File: config.mk
export PLATFORM = sky130hd
export DESIGN_NAME = arbiter_merge_rr_flat
export DESIGN_NICKNAME = d
export VERILOG_FILES = /design/src/rtl/arbiter_merge_rr_if.sv /design/src/rtl/arbiter_merge_rr.sv /design/src/flat_wrapper.sv
export SDC_FILE = /design/constraint.sdc
export NUM_CORES = 1
export LEC_CHECK = 0
export CELL_PAD_IN_SITES_DETAIL_PLACEMENT = 0
export CELL_PAD_IN_SITES_GLOBAL_PLACEMENT = 1
export CORE_MARGIN = 1.5
export CORE_UTILIZATION = 36
export DETAILED_ROUTE_END_ITERATION = 8
export PLACE_DENSITY_LB_ADDON = 0.05
export SLEW_MARGIN = 15
export SYNTH_ARGS = -nofsm -noshare
export SYNTH_HDL_FRONTEND = slang
export SYNTH_SLANG_ARGS = --single-unit
File: constraint.sdc
create_clock -name clk -period 3.83 [get_ports clk]
set_clock_uncertainty 0.15 [all_clocks]
set_input_delay 0.9575 -clock clk [delete_from_list [all_inputs] [get_ports clk]]
set_output_delay 0.9575 -clock clk [all_outputs]
set_load 0.05 [all_outputs]
File: src/rtl/arbiter_merge_rr_if.sv
// arbiter_merge_rr_if: NUM_CH valid/ready input channels plus the merged, source-tagged output stream
interface arbiter_merge_rr_if #(
  parameter int NUM_CH = 4,
  parameter int WIDTH  = 8,
  parameter int SRC_W  = $clog2(NUM_CH)
);
  logic [NUM_CH-1:0]       in_valid;
  logic [NUM_CH-1:0]       in_ready;
  logic [NUM_CH*WIDTH-1:0] in_data;
  logic                    out_valid;
  logic                    out_ready;
  logic [WIDTH-1:0]        out_data;
  logic [SRC_W-1:0]        out_src;
  modport master (output in_valid, in_data, out_ready, input in_ready, out_valid, out_data, out_src);
  modport slave  (input in_valid, in_data, out_ready, output in_ready, out_valid, out_data, out_src);
endinterface

File: src/rtl/arbiter_merge_rr.sv
// arbiter_merge_rr: round-robin/fixed-priority N-channel merge into a DEPTH-entry FIFO; ARB_MERGE_STATS_EN adds stat counters
module arbiter_merge_rr #(
  parameter int NUM_CH    = 4,
  parameter int WIDTH     = 8,
  parameter int DEPTH     = 2,
  parameter int PRIO_MODE = 0
) (
  input  logic                 clk,
  input  logic                 rst,
  arbiter_merge_rr_if.slave    bus
`ifdef ARB_MERGE_STATS_EN
  ,
  output logic [NUM_CH*16-1:0] stat_grants,
  output logic [15:0]          stat_conflicts
`endif
);
  localparam int SRC_W = $clog2(NUM_CH);
  localparam int PTR_W = DEPTH > 1 ? $clog2(DEPTH) : 1;
  localparam int CNT_W = $clog2(DEPTH + 1);
  logic [WIDTH-1:0] r_data [DEPTH];
  logic [SRC_W-1:0] r_src  [DEPTH];
  logic [PTR_W-1:0] r_wr, r_rd;
  logic [CNT_W-1:0] r_cnt;
  logic [SRC_W-1:0] r_rr;
  logic [WIDTH-1:0] r_last_data;
  logic [SRC_W-1:0] r_last_src;
  logic [NUM_CH-1:0] w_grant;
  logic [SRC_W-1:0]  w_gidx;
  logic              w_found, w_ov, w_pop, w_space, w_push;
  always_comb begin : p_arb
    logic [SRC_W-1:0] idx;
    w_grant = '0;
    w_gidx  = '0;
    w_found = 1'b0;
    idx     = '0;
    for (int k = 0; k < NUM_CH; k++) begin
      idx = PRIO_MODE != 0 ? SRC_W'(k) : SRC_W'((int'(r_rr) + k) % NUM_CH);
      if (!w_found && bus.in_valid[idx]) begin
        w_found      = 1'b1;
        w_grant[idx] = 1'b1;
        w_gidx       = idx;
      end
    end
  end
  assign w_ov          = r_cnt != '0;
  assign w_pop         = w_ov & bus.out_ready;
  assign w_space       = (r_cnt < CNT_W'(DEPTH)) | w_pop;
  // a handshake seen while reset is held is void, so ready is masked too
  assign w_push        = w_found & w_space & ~rst;
  assign bus.in_ready  = w_grant & {NUM_CH{w_space & ~rst}};
  assign bus.out_valid = w_ov;
  assign bus.out_data  = w_ov ? r_data[r_rd] : r_last_data;
  assign bus.out_src   = w_ov ? r_src[r_rd] : r_last_src;
  always_ff @(posedge clk) begin
    if (w_push) begin
      r_data[r_wr] <= bus.in_data[w_gidx*WIDTH +: WIDTH];
      r_src[r_wr]  <= w_gidx;
    end
  end
  always_ff @(posedge clk or posedge rst) begin
    if (rst) begin
      r_wr        <= '0;
      r_rd        <= '0;
      r_cnt       <= '0;
      r_rr        <= '0;
      r_last_data <= '0;
      r_last_src  <= '0;
    end else begin
      if (w_push) r_wr <= r_wr == PTR_W'(DEPTH - 1) ? '0 : r_wr + 1'b1;
      if (w_pop) begin
        r_rd        <= r_rd == PTR_W'(DEPTH - 1) ? '0 : r_rd + 1'b1;
        r_last_data <= r_data[r_rd];
        r_last_src  <= r_src[r_rd];
      end
      r_cnt <= r_cnt + CNT_W'(w_push) - CNT_W'(w_pop);
      if (w_push && PRIO_MODE == 0) r_rr <= w_gidx == SRC_W'(NUM_CH - 1) ? '0 : w_gidx + 1'b1;
    end
  end
`ifdef ARB_MERGE_STATS_EN
  logic [15:0] r_grants [NUM_CH];
  logic [15:0] r_conf;
  always_ff @(posedge clk or posedge rst) begin
    if (rst) begin
      for (int i = 0; i < NUM_CH; i++) r_grants[i] <= '0;
      r_conf <= '0;
    end else begin
      for (int i = 0; i < NUM_CH; i++)
        if (w_push && w_gidx == SRC_W'(i) && r_grants[i] != 16'hFFFF) r_grants[i] <= r_grants[i] + 1'b1;
      if ($countones(bus.in_valid) >= 2 && w_space && r_conf != 16'hFFFF) r_conf <= r_conf + 1'b1;
    end
  end
  for (genvar g = 0; g < NUM_CH; g++) begin : g_stat
    assign stat_grants[g*16 +: 16] = r_grants[g];
  end
  assign stat_conflicts = r_conf;
`endif
endmodule

File: src/flat_wrapper.sv
// flat-port wrapper written by rule: the top's interface ports become plain ports
module arbiter_merge_rr_flat 
#(
  parameter int NUM_CH    = 4,
  parameter int WIDTH     = 8,
  parameter int DEPTH     = 2,
  parameter int PRIO_MODE = 0
)
  (clk, rst, bus_in_valid, bus_in_data, bus_out_ready, bus_in_ready, bus_out_valid, bus_out_data, bus_out_src);
  arbiter_merge_rr_if #(.NUM_CH(NUM_CH), .WIDTH(WIDTH)) bus_i ();
  input  logic clk;
  input  logic rst;
  input wire logic [$bits(bus_i.in_valid)-1:0] bus_in_valid;
  input wire logic [$bits(bus_i.in_data)-1:0] bus_in_data;
  input wire logic [$bits(bus_i.out_ready)-1:0] bus_out_ready;
  output wire logic [$bits(bus_i.in_ready)-1:0] bus_in_ready;
  output wire logic [$bits(bus_i.out_valid)-1:0] bus_out_valid;
  output wire logic [$bits(bus_i.out_data)-1:0] bus_out_data;
  output wire logic [$bits(bus_i.out_src)-1:0] bus_out_src;
  assign bus_i.in_valid = bus_in_valid;
  assign bus_i.in_data = bus_in_data;
  assign bus_i.out_ready = bus_out_ready;
  assign bus_in_ready = bus_i.in_ready;
  assign bus_out_valid = bus_i.out_valid;
  assign bus_out_data = bus_i.out_data;
  assign bus_out_src = bus_i.out_src;
  arbiter_merge_rr #(.NUM_CH(NUM_CH), .WIDTH(WIDTH), .DEPTH(DEPTH), .PRIO_MODE(PRIO_MODE)) u_core (.clk(clk), .rst(rst), .bus(bus_i));
endmodule
==> run_results.csv <==
group,metric,value,unit
clock_tree,cts.clk_slew.worst_paths,0.07,ns
detailed_routing,drt_iter0_drc,67,
setup_path,cp.arrival,2.57,ns
cells_and_area,clockNetworkAreaShare,0.0292,
pwr,p_switching,1670,uW
pwr,total_leakage_power,0.00153,uW
sta,rsz0062_at_grt,"no",
yosys,yosysMostFrequentCell,"o21ai_0",
yosys,synthSimpleGateAreaFrac,0.0825,
pwr,powerSeq,743,uW
cells_and_area,top_register,"u_core.r_data",
yosys,ys_sh_xor,0.0125,
yosys,postSynthSeqShare,0.357,
cells_and_area,layout_top_cell,"clkdlybuf4s50_1",
run_status,status,"completed",
yosys,yosys.cell_types.count,43,
clock_tree,clock-sinks,36,
floorplan,dieWidth,91.3,um
setup_path,cp_slowest_cell,"mux4_2",
pwr,p_total,3500,uW
cells_and_area,logic_area,1600,um^2
clock_tree,cts_made_buffers,5,
yosys,largest_area_cell,"edfxtp_1",
grt,grt.overflow.total,0,
sta,setup_slack,0.150,ns
detailed_routing,dr.pass1.iters,4,
sta,worst_slew_pin_slew,0.659,ns
run,maxCapViolations,0,
placement,dpl_cell_area,3560,um^2
setup_path,crit_required,2.72,ns
[timing repair]
action | 4_1_cts | 5_1_grt
buffers inserted | 0 | 0
endpoints found under the hold margin | 0 | 0
pin swaps | 1 | 0
endpoints found under the setup margin | 4 | 4
resized | 15 | 2
[final timing paths]
path                                      start             endpoint  slack (ns)  depth (start not counted)
worst max-delay path            bus_in_valid[1]      bus_in_ready[2]        0.15                          7
worst min-delay path            u_core.r_cnt[1]      u_core.r_cnt[1]        0.33                          1
worst max register to register   u_core.r_rr[0]  u_core.r_data[0][1]        0.89                          8
worst min register to register  u_core.r_cnt[1]      u_core.r_cnt[1]        0.33                          1
max in group asynchronous                   rst       u_core.r_rr[0]        2.48                          3
min in group asynchronous                   rst      u_core.r_cnt[1]        0.86                          3
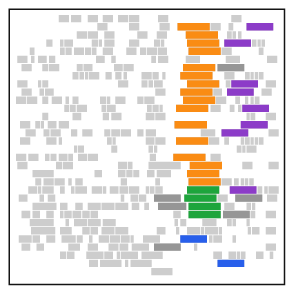
(images/ff_map.png)
Scale: 3 px per um. Other sequential cells in the stronger gray, the rest of the logic in the fainter gray.
- orange: `u_core.r_data` (placed flops 16)
- blue: `u_core.r_cnt` (placed flops 2)
- green: `u_core.r_src` (placed flops 4)
- purple: `u_core.r_last_data` (placed flops 8)
- not colored: 6

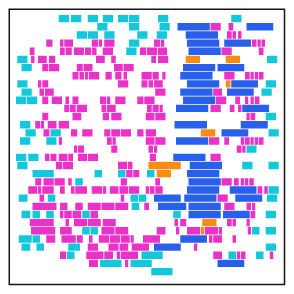
(images/class_map.png)
Scale: 3 px per um.
- cyan: remaining buffers and delay cells (cells 75; share of their area 21%)
- orange: clock drivers and dummy loads (cells 8; share of their area 3.0%)
- magenta: remaining logic cells (cells 237; share of their area 48%)
- blue: registers (cells 36; share of their area 28%)

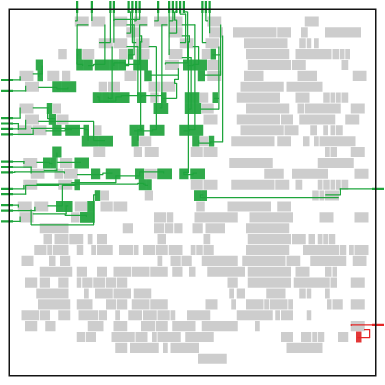
(images/port_trees.png)
Scale: 4 px per um.
- green: `bus_in_data` (direction input; end cells 64; buffers 32; wire 840 um)
- red: `rst` (direction input; end cells 1; buffers 1; wire 11.8 um)

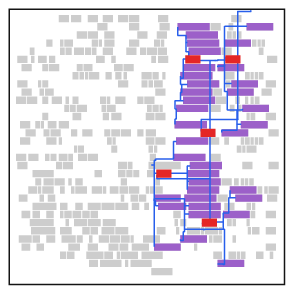
(images/clock_wires.png)
Scale: 3 px per um.
- purple: flip-flops (count 36)
- red: clock-net drivers (count 5)
- blue: clock wires (length 406 um)
- routed clock nets: 6

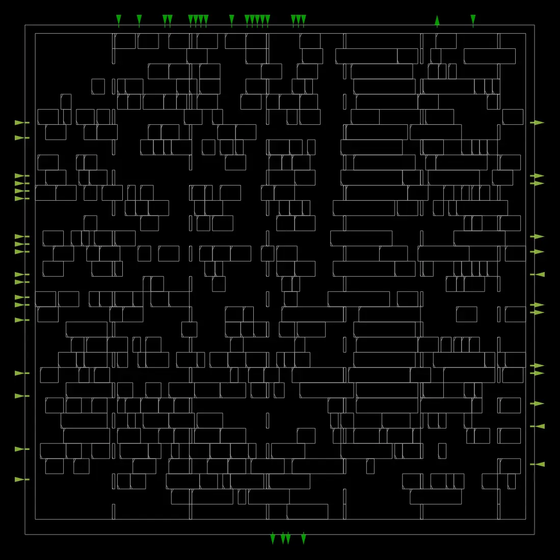
(images/placed.png)
Core Region: 7650 um^2
final core occ: 0.482
Seq cells: 36
tap cell count: 102
flop share of the area: 0.272

Power and IR drop assume default switching activity.
